[src/rtl/imem_fetch_ctrl.sv]
// rtl/imem_fetch_ctrl.sv - loadable instruction memory with wait-stated req/ready/valid fetch port
//
// Ports:
//   clk, rst                 clock and synchronous active-high reset
//   ld_valid/addr/data/last  word-write load port, honoured only while loading
//   ld_count, loaded         words written since reset (saturating), load finished
//   fetch_req/pc/ready       fetch request handshake (accepted on req & ready & !flush)
//   flush                    abort the in-flight fetch
//   inst_valid/inst/fault    one-cycle result pulse; inst/inst_fault hold between pulses
module imem_fetch_ctrl #(
    parameter int                DATA_W      = 32,
    parameter int                DEPTH       = 128,
    parameter int                WAIT_STATES = 0,
    parameter int                BYTE_ADDR   = 1,
    parameter logic [DATA_W-1:0] NOP         = '0
) (
    input  logic                       clk,
    input  logic                       rst,
    input  logic                       ld_valid,
    input  logic [$clog2(DEPTH)-1:0]   ld_addr,
    input  logic [DATA_W-1:0]          ld_data,
    input  logic                       ld_last,
    output logic [$clog2(DEPTH+1)-1:0] ld_count,
    output logic                       loaded,
    input  logic                       fetch_req,
    input  logic [31:0]                fetch_pc,
    output logic                       fetch_ready,
    input  logic                       flush,
    output logic                       inst_valid,
    output logic [DATA_W-1:0]          inst,
    output logic                       inst_fault
);

    localparam int AW = $clog2(DEPTH);
    localparam int CW = $clog2(DEPTH+1);

    typedef enum logic [1:0] {
        S_LOAD,
        S_IDLE,
        S_WAIT,
        S_RESP
    } state_t;

    state_t            state;
    logic [3:0]        wcnt;
    logic [DATA_W-1:0] mem [DEPTH];

    // Result being presented this RESP cycle, and the last result actually delivered.
    logic [DATA_W-1:0] pend_data;
    logic              pend_fault;
    logic [DATA_W-1:0] out_data;
    logic              out_fault;

    logic [31:0]       idx_c;
    logic              fault_c;
    logic [DATA_W-1:0] rd_data;
    logic              ld_in_range;
    logic              accept;

    always_comb begin
        idx_c       = (BYTE_ADDR != 0) ? {2'b00, fetch_pc[31:2]} : fetch_pc;
        fault_c     = ((BYTE_ADDR != 0) && (fetch_pc[1:0] != 2'b00)) || (idx_c >= 32'(DEPTH));
        rd_data     = mem[idx_c[AW-1:0]];
        ld_in_range = (32'(ld_addr) < 32'(DEPTH));
    end

    assign fetch_ready = (state == S_IDLE) || (state == S_RESP);
    // flush outranks a request in the same cycle
    assign accept      = fetch_req && fetch_ready && !flush;
    // flush in RESP suppresses the pulse; inst then keeps showing the previous result
    assign inst_valid  = (state == S_RESP) && !flush;
    assign inst        = inst_valid ? pend_data  : out_data;
    assign inst_fault  = inst_valid ? pend_fault : out_fault;

    // Contents survive reset so a program can be re-run without reloading.
    always_ff @(posedge clk) begin
        if (state == S_LOAD && ld_valid && ld_in_range && !rst) begin
            mem[ld_addr[AW-1:0]] <= ld_data;
        end
    end

    always_ff @(posedge clk) begin
        if (rst) begin
            state      <= S_LOAD;
            wcnt       <= '0;
            ld_count   <= '0;
            loaded     <= 1'b0;
            pend_data  <= NOP;
            pend_fault <= 1'b0;
            out_data   <= NOP;
            out_fault  <= 1'b0;
        end else begin
            case (state)
                S_LOAD: begin
                    if (ld_valid) begin
                        if (ld_in_range && ld_count != CW'(DEPTH)) begin
                            ld_count <= ld_count + 1'b1;
                        end
                        if (ld_last) begin
                            state  <= S_IDLE;
                            loaded <= 1'b1;
                        end
                    end
                end
                S_IDLE: begin
                    if (accept) begin
                        pend_data  <= fault_c ? NOP : rd_data;
                        pend_fault <= fault_c;
                        wcnt       <= 4'(WAIT_STATES);
                        state      <= S_WAIT;
                    end
                end
                S_WAIT: begin
                    // WAIT always lasts WAIT_STATES+1 cycles: one access cycle plus the
                    // extra wait states, giving the documented N+1+WAIT_STATES latency.
                    if (flush) begin
                        state <= S_IDLE;
                    end else if (wcnt == 4'd0) begin
                        state <= S_RESP;
                    end else begin
                        wcnt <= wcnt - 1'b1;
                    end
                end
                S_RESP: begin
                    if (flush) begin
                        state <= S_IDLE;
                    end else begin
                        out_data  <= pend_data;
                        out_fault <= pend_fault;
                        if (accept) begin
                            pend_data  <= fault_c ? NOP : rd_data;
                            pend_fault <= fault_c;
                            wcnt       <= 4'(WAIT_STATES);
                            state      <= S_WAIT;
                        end else begin
                            state <= S_IDLE;
                        end
                    end
                end
                default: state <= S_LOAD;
            endcase
        end
    end

endmodule

[config.mk]
export PLATFORM = sky130hd
export DESIGN_NAME = imem_fetch_ctrl
export DESIGN_NICKNAME = d
export VERILOG_FILES = /design/src/rtl/imem_fetch_ctrl.sv
export SDC_FILE = /design/constraint.sdc
export NUM_CORES = 2
export LEC_CHECK = 0
export ABC_CLOCK_PERIOD_IN_PS = 5000
export CAP_MARGIN = 0
export CORE_MARGIN = 3
export CORE_UTILIZATION = 55
export CTS_CLUSTER_DIAMETER = 120
export DETAILED_ROUTE_END_ITERATION = 10
export GPL_ROUTABILITY_DRIVEN = 0
export PLACE_DENSITY_LB_ADDON = 0.12
export SLEW_MARGIN = 5
export SYNTH_ARGS = -nofsm -noshare
export SYNTH_HDL_FRONTEND = slang
export SYNTH_SLANG_ARGS = --single-unit
[constraint.sdc]
create_clock -name clk -period 5 [get_ports clk]
set_clock_uncertainty 0.15 [all_clocks]
set_input_delay 1.25 -clock clk [delete_from_list [all_inputs] [get_ports clk]]
set_output_delay 1.25 -clock clk [all_outputs]
set_load 0.1 [all_outputs]
Figure 1. Sequential cells grouped by signal name.
Other sequential cells in the stronger grey, the rest of the logic in the fainter grey.
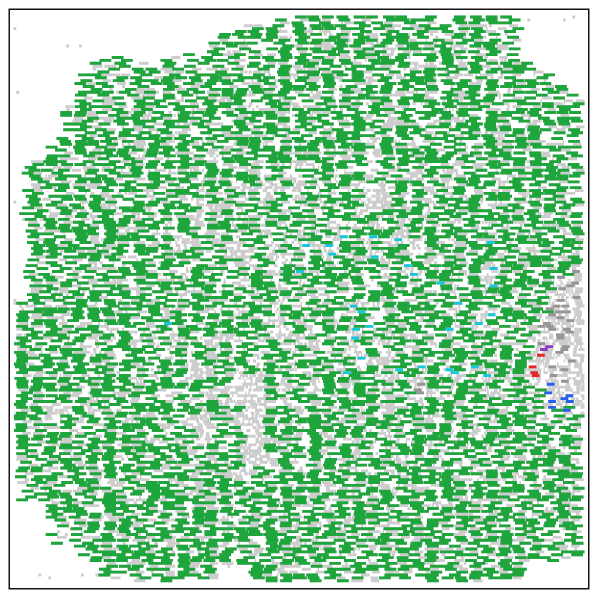
- `mem`: green (sequential cells 4096; where spread over the die)
- `wcnt`: red (sequential cells 4)
- `ld_count`: blue (sequential cells 8)
- `state`: purple (sequential cells 2)
- `pend_data`: cyan (sequential cells 32)
- not coloured: 35

Figure 2. Routing congestion map.
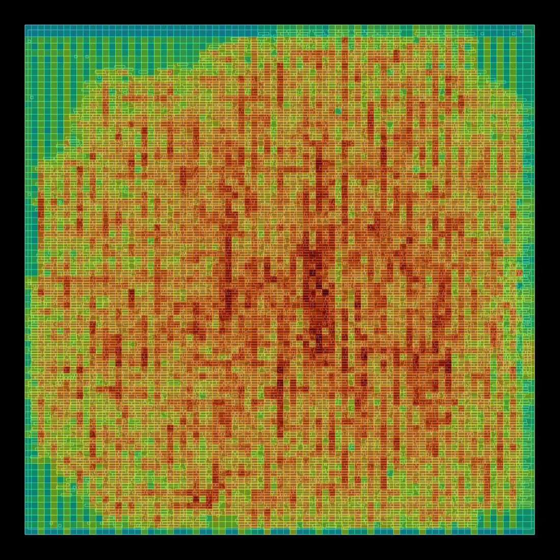
met1 usage: 46.53%
M3 GR Usage: 8.428%

-- flip-flops by register name, indices dropped and copies added, names as in the netlist --
| signal | count |
|---|---|
| mem | 4096 |
| out_data | 32 |
| pend_data | 32 |
| ld_count | 8 |
| wcnt | 4 |
| state | 2 |
| loaded | 1 |
| out_fault | 1 |
| pend_fault | 1 |
-- worst max-delay path: stages --
cell and delay, ns:
clkdlybuf4s50_1 0.51, nand3b_1 0.24, inv_1 0.26, buf_4 0.38, nand2_1 0.10, nand2_1 0.19
buf_12 0.20
-- per-layer routing --
layer  vias to the layer above  GRT usage [%]
met5                         -              0
met4                        20          10.74
met3                       656          8.428
met2                      5166          48.04
met1                     43932          46.53
li1                      31797              -
==> reports/qor.csv <==
stage,metric,value,unit
route,met3 routed WL,59040,um
cts,post-cts resize count,0,
layout,ClkCell Share,7.348,%
power_and_ir_drop,Psw,15870,uW
placed_design,pre-CTS setup slack,-0.4282,ns
status,status,finished clean,
layout,most frequent logic cell in the layout,edfxtp_1,
final_timing,Setup WS post-layout,0.4608,ns
final_timing,cycle use final,90.78,%
floorplan,FP Rows,196,
synth,Post-synth regs,4177,
cts,Longest Clk Path Bufs,4,
route,DRC violations left,0,
power_and_ir_drop,P_leak,0.05847,uW
power_and_ir_drop,sw frac,21.55,%
cts,Late-Pin Clk Latency,0.96,ns
power_and_ir_drop,Clock Power Share,42.5,%
layout,Logic area,33320,um2
floorplan,die area,295800,um2
synth,Logic family by area,multiplexers,
synth,Area leader share,77.31,%
Power is estimated from default activity; no workload was simulated.
